Design tx_frame_scheduler, sky130hd; sources not shown.
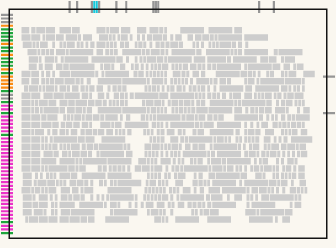
Fig. 1. Pin map (run 1).
Pins as bars across the die edge, other pins in gray.
| color | port | pins | direction | edge |
|---|---|---|---|---|
| orange | `mac_data` | 8 | output | left |
| magenta | `src_len` | 32 | input | left |
| cyan | `src_len_empty` | 2 | input | top |
| green | `src_data` | 16 | input | left |
all pins by edge: 61 left, 13 top, 2 right
DIE HEIGHT: 85.1 um
horizontal die dimension: 118 um
total of buffers placed on input and output ports: 75

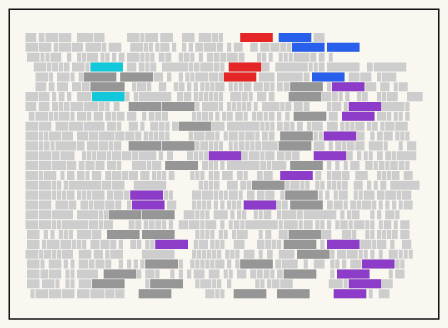
Fig. 2. Sequential cells grouped by signal name (run 1).
Other sequential cells in the stronger gray, the rest of the logic in the fainter gray.
| color | netlist name | sequential cells |
|---|---|---|
| cyan | `grant` | 2 |
| blue | `gap_q` | 4 |
| red | `dbg_state` | 3 |
| purple | `tgt_q` | 16 |
sequential cell area in the final layout: 0.00148 mm^2
final cell utilization of the core: 0.811
fraction of area in registers: 0.226
sequential power: 0.00161 W

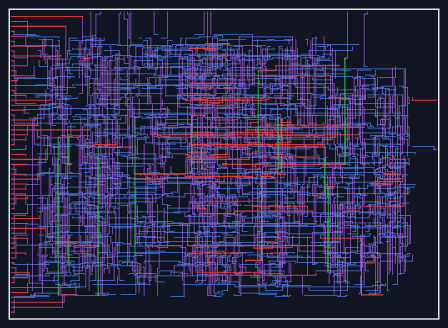
Fig. 3. Metal layers overlaid (run 1).
| color | layer | wire length |
|---|---|---|
| green | M4 | 305 um |
| red | M3 | 1440 um |
| blue | M1 | 6050 um |
| purple | M2 | 6930 um |
total via count after detailed routing: 5281
final routed wirelength across all metal layers: 14700 um
average wire per cell in the routed design: 15.1 um

==> flow_metrics.py, run 1 <==
# Auto-generated metrics
metrics = {
    "run_status": {
        "run_status": "finished, violations left",
        "failed_checks": "setup timing",
    },
    "worst_setup_path": {
        "critPathTopFamily": "buffers and inverters",
        "rr_worst_depth": 15,
        "worstSetupPathDepth": 10,
        "critical_path_arrival_ns": 2.25,
    },
    "route": {
        "detail_route.iter0.violations": 451,
        "route.top_layer_used": "met4",
        "detail_route.drc_violations": 0,
    },
    "synth": {
        "synth-edff-count": 0,
        "synth.largest_area_cell": "dfrtp_1",
        "synth.most_common_cell": "nand2_1",
        "yosys.stat.seqShare": 0.316,
        "synth_area_mm2": 0.00467,
        "yosys-stat-cells": 711,
        "commonest_cells_post_synth": "nand2_1, inv_1, nor2_1",
        "yosys_most_used_dff": "dfrtp_1",
        "number_of_instances_in_the_synthesized_netlist": 711,
        "synth-seq-cells": 59,
    },
    "run": {
        "cap_viol_max_count": 0,
    },
    "floorplanning": {
        "floorplan.initialDensity": 0.579,
        "core.rowCount": 27,
        "io_pins": 76,
        "total_die_area_mm2": 0.0101,
    },
    "place": {
        "dpl.cell_count": 953,
        "hpwl_after_detailed_placement_um": 11000,
    },
    "power": {
        "ir_worst_vdd_mv": 0.534,
        "p_leak_nw": 3.38,
        "p_per_area_mw_per_mm2": 1020,
    },
    "global_routing": {
        "gr-total-overflow": 0,
        "grt_first_pass_wirelength_um": 23100,
    },
    "sta": {
        "setup-tns-final_ns": -0.259,
        "max_freq_mhz": 361,
        "max_slew_violation_total_from_the_final_report": 0,
        "final.setup.worst_slack_ns": -0.172,
        "min_period_over_period": 1.07,
        "clock_skew_ns": 0.00565,
        "setup_viol": 2,
    },
    "finish": {
        "area.growth.synth_to_final_pct": 40.1,
        "drive_above_1_share": 0.196,
        "num-fill-cells": 513,
    },
    "clocking": {
        "numCtsBuffers": 9,
        "cts.htree.levels": 3,
        "cts_root_buf": "clkbuf_16",
        "clk_latency_ns": 0.33,
        "cts_sink_count": 59,
    },
}
[run 1: worst register-to-register path, cell delays in order, from the launching register on]
cell and delay [ns]:
dfrtp_1 0.44, inv_1 0.17, ha_1 0.22, nand3_2 0.15, nor2_4 0.22, nand2_1 0.08
nand2_1 0.06, nand2_1 0.05, nor2_1 0.09, nand2_1 0.07, nor2_1 0.12, nand2_1 0.11
nand2_1 0.14, nand3_2 0.15, o21ai_0 0.18, nand2_1 0.07
[run 1: power by group]
group / total [W] / internal (W) / switching [W] / leakage [nW]
logic: 0.00395 / 0.00168 / 0.00226 / 2.51
registers: 0.00161 / 0.00125 / 0.000359 / 0.741
clock network: 0.00110 / 0.000692 / 0.000410 / 0.135
[run 1: final cells by class]
type,instances,area share
clock buffers,12,0.0392
flip-flops and latches,59,0.226
clock inverters,4,0.00382
inverters,101,0.0587
repair buffers,159,0.220
well taps,101,0.0193
multi-input cells,537,0.433
[run 1: layout by cell type, fill, tap and decap left out, types with 4 or more instances in the layout]
master             n
nor3_1            10
nand2_2           10
nor2_2             8
clkdlybuf4s50_1   59
a21oi_1           24
dlygate4sd2_1      9
clkbuf_16         10
buf_4             77
dfrtp_1           58
nor2_4             7
nor2_1            81
inv_1             93
xnor2_1            8
o21ai_1           10
nor3_2             4
o21ai_0           33
inv_2              5
o21ai_4            4
nand3_2            6
nand4_1            8
buf_6              5
nand3_1           34
o21ai_2            8
nand3b_1           9
nand2_1          216
xor2_1            19
[run 1: cell families after synthesis]
group,count (synthesis),synth area share
DFF,59,0.316
buffers and inverters,115,0.106
adders and majority gates,4,0.0107
AOI/OAI and AO/OA,95,0.121
xor gates and xnor gates,28,0.0554
and+or+nand+nor,410,0.392
[run 1: per-stage QoR]
stage	area [um^2]	setup WS (ns)	power [W]	hold WS [ns]
floorplan	4670	0.0960	0.00385	0.224
global placement	6070	-0.416	0.00503	0.465
detailed placement	6070	-0.436	0.00520	0.481
CTS	6390	-0.133	0.00640	0.238
global route	6550	-0.249	0.00715	0.282
finish	6550	-0.172	0.00666	0.229
[run 1: routing by layer]
metal  GRT usage  up-vias
met5           0        -
met4       0.103        0
met3      0.0720       35
met2       0.460      278
met1       0.363     2396
li1            -     2572
[run 1: what timing repair did]
item / in CTS / in global routing
setup buffers: 2 / 1
resized: 30 / 31
endpoints found under the setup margin: 13 / 10
pin swaps: 4 / 11
gates cloned: 0 / 1
hold buffers: 0 / 0
Fig. 4: run 1, logic cells by family
Bar = 20 um.
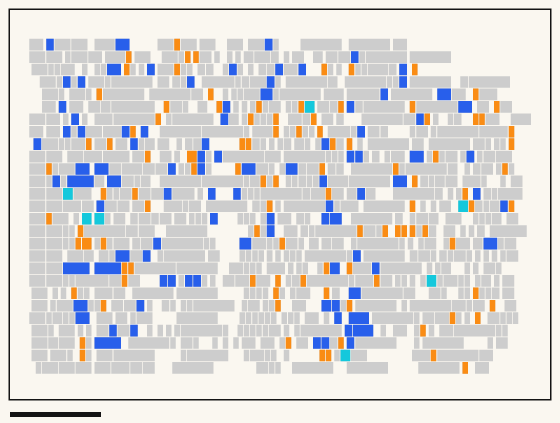

==> run 2, diff against run 1 <==
--- a/config.mk
+++ b/config.mk
@@ -8,10 +8,11 @@
 export ABC_AREA = 1
 export CORE_ASPECT_RATIO = 0.7
 export CORE_MARGIN = 4
-export CORE_UTILIZATION = 55
+export CORE_UTILIZATION = 40
+export CTS_BUF_LIST = sky130_fd_sc_hd__clkbuf_16
 export DETAILED_ROUTE_END_ITERATION = 6
 export HOLD_SLACK_MARGIN = 0.03
-export PLACE_DENSITY = 0.85
+export PLACE_DENSITY = 0.66
 export SLEW_MARGIN = 10
 export SYNTH_ARGS = -nofsm -noshare
 export SYNTH_HDL_FRONTEND = slang
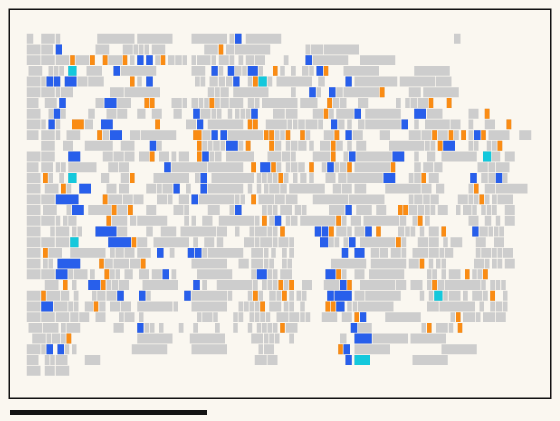
Fig. 5. Logic cells by family (run 2).
Bar = 50 um.
| color | family | cells | most used |
|---|---|---|---|
| orange | inv cells | 101 | inv_1 |
| cyan | and/or cells | 7 | or2_1 |
| blue | aoi and oai cells | 94 | o21ai_0 |
fin cells: 1041
top logic cell by instance count in the layout: nand2_1
multi-input combinational area share: 0.424

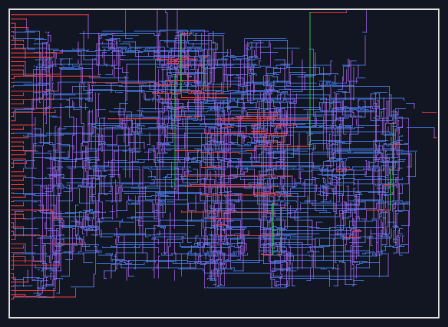
Fig. 6. Metal layers overlaid (run 2).
| color | layer | wire length |
|---|---|---|
| purple | M2 | 6380 um |
| red | M3 | 1020 um |
| blue | M1 | 6840 um |
| green | M4 | 175 um |
all-layer global routing usage: 0.214
total via count after detailed routing: 5150
final routed wirelength across all metal layers: 14400 um
average wire per cell in the routed design: 13.8 um

==> run 2 against run 1 <==
The flow still finishes with violations (setup timing); cell count grew 7.0%; non-clock buffer count grew 16; highest routed layer unchanged; combinational power is essentially flat; wire length shrank 2.2%; via count shrank 2.5%; sequential power is essentially flat; global-route usage shrank 6.8 points; sequential share of layout area shrank 0.80 points; critical path depth is the same; largest cell class unchanged; fmax grew 4.4%; register-to-register slack lost 0.06 ns.
==> flow_metrics.py, run 2 <==
# Auto-generated metrics
metrics = {
    "global_routing": {
        "gr-total-overflow": 0,
        "grt_first_pass_wirelength_um": 23200,
    },
    "run_status": {
        "failed_checks": "setup timing",
        "run_status": "finished, violations left",
    },
    "floorplanning": {
        "chipHeight_um": 98.4,
        "die-width_um": 137,
        "core.rowCount": 32,
        "total_die_area_mm2": 0.0135,
        "io_pins": 76,
    },
    "power": {
        "sw_frac_of_total": 0.440,
        "power.share.clock": 0.183,
        "seq_power_share": 0.239,
        "fraction_of_power_consumed_by_combinational_cells": 0.578,
        "p_leak_nw": 3.42,
        "p_per_area_mw_per_mm2": 1010,
        "power_report.internal_total_w": 0.00385,
    },
    "sta": {
        "clock_skew_ns": 0.00686,
        "final.setup.worst_slack_ns": -0.0560,
        "setup_viol": 2,
        "min_period_over_period": 1.02,
        "max_freq_mhz": 377,
    },
    "finish": {
        "finish.utilization": 0.605,
        "most-common-layout-cells": "nand2_1, buf_4, inv_1, nor2_1, clkdlybuf4s50_1",
        "drive_above_1_share": 0.231,
        "area.growth.synth_to_final_pct": 45.3,
        "num-fill-cells": 1000,
    },
    "clocking": {
        "clk_latency_ns": 0.33,
        "cts.htree.levels": 3,
        "numCtsBuffers": 9,
        "cts_sink_count": 59,
        "cts_root_buf": "clkbuf_16",
    },
    "synth": {
        "yosys.stat.seqShare": 0.316,
        "yosys_most_used_dff": "dfrtp_1",
        "commonest_cells_post_synth": "nand2_1, inv_1, nor2_1",
        "number_of_instances_in_the_synthesized_netlist": 711,
        "yosys-stat-cells": 711,
        "synth.most_common_cell": "nand2_1",
        "synth-edff-count": 0,
    },
    "place": {
        "dpl.cell_count": 1012,
        "hpwl_after_detailed_placement_um": 11400,
        "placement.io_buffers": 75,
    },
    "worst_setup_path": {
        "critPathTopFamily": "buffers and inverters",
        "worstSetupPathDepth": 10,
        "critical_path_arrival_ns": 2.14,
    },
    "route": {
        "detail_route.iter0.violations": 316,
        "detail_route.drc_violations": 0,
    },
}
## run 2: cell counts after synthesis
Identical to the previous run, type by type.
## run 2: worst reg2reg max path, cell delays in order, from the launching register on
cell     delay, ns
dfrtp_2       0.49
buf_4         0.17
buf_6         0.13
nor2_2        0.10
inv_1         0.06
nand2_2       0.11
nand2_2       0.07
buf_4         0.13
nand2_2       0.05
o21ai_1       0.07
nor2_2        0.24
nand2_2       0.12
nor2_4        0.15
inv_2         0.08
nor2_4        0.16
and3_4        0.20
nor3_2        0.04
## run 2: layout make-up
type | instances | area (um^2) | area share
sequential | 59 | 1480 | 0.218
clock inverter | 7 | 92.6 | 0.0136
inverter | 101 | 387 | 0.0570
clock buffer | 9 | 225 | 0.0332
tap | 153 | 191 | 0.0282
multi-input combinational | 537 | 2880 | 0.424
timing repair buffer | 175 | 1530 | 0.226
## run 2: logic make-up (layout without fill, tap and decap cells)
family / after synthesis / in the layout / share of synthesized area
AOI/OAI and AO/OA: 95 / 95 / 0.121
xor gates and xnor gates: 28 / 28 / 0.0554
adders and majority gates: 4 / 4 / 0.0107
buffers and inverters: 115 / 292 / 0.106
DFF: 59 / 59 / 0.316
and+or+nand+nor: 410 / 410 / 0.392
## run 2: timing repair
| action | in CTS | in global routing |
|---|---|---|
| setup buffers | 2 | 10 |
| setup endpoints to repair | 15 | 25 |
| gates cloned | 0 | 1 |
| pin swaps | 8 | 14 |
| gates resized | 43 | 44 |
## run 2: metrics by stage
step	hold slack (ns)	setup WS, ns	setup TNS, ns	instance area [um^2]
after floorplan	0.224	0.0960	0	4670
after global placement	0.466	-0.520	-0.872	6190
after detailed placement	0.472	-0.534	-1.07	6190
after CTS	0.312	-0.106	-0.151	6560
after global routing	0.357	-0.196	-0.372	6790
final	0.287	-0.0560	-0.0953	6790
## run 2: power by group through the flow
stage | Combinational [W] | Clock, W | Sequential [W]
2_1_floorplan | 0.00229 | 0 | 0.00156
3_3_place_gp | 0.00354 | 0 | 0.00160
3_5_place_dp | 0.00366 | 0 | 0.00162
4_1_cts | 0.00373 | 0.00127 | 0.00162
5_1_grt | 0.00444 | 0.00132 | 0.00169
6_report | 0.00398 | 0.00126 | 0.00164
## run 2: layer usage
| layer | part of all wire | wire length (um) | GRT usage |
|---|---|---|---|
| met5 | 0 | 0 | 0 |
| met4 | 0.012 | 174 | 0.0468 |
| met1 | 0.47 | 6840 | 0.305 |
| met2 | 0.44 | 6380 | 0.336 |
| met3 | 0.071 | 1020 | 0.0418 |
Power and IR drop assume default switching activity.
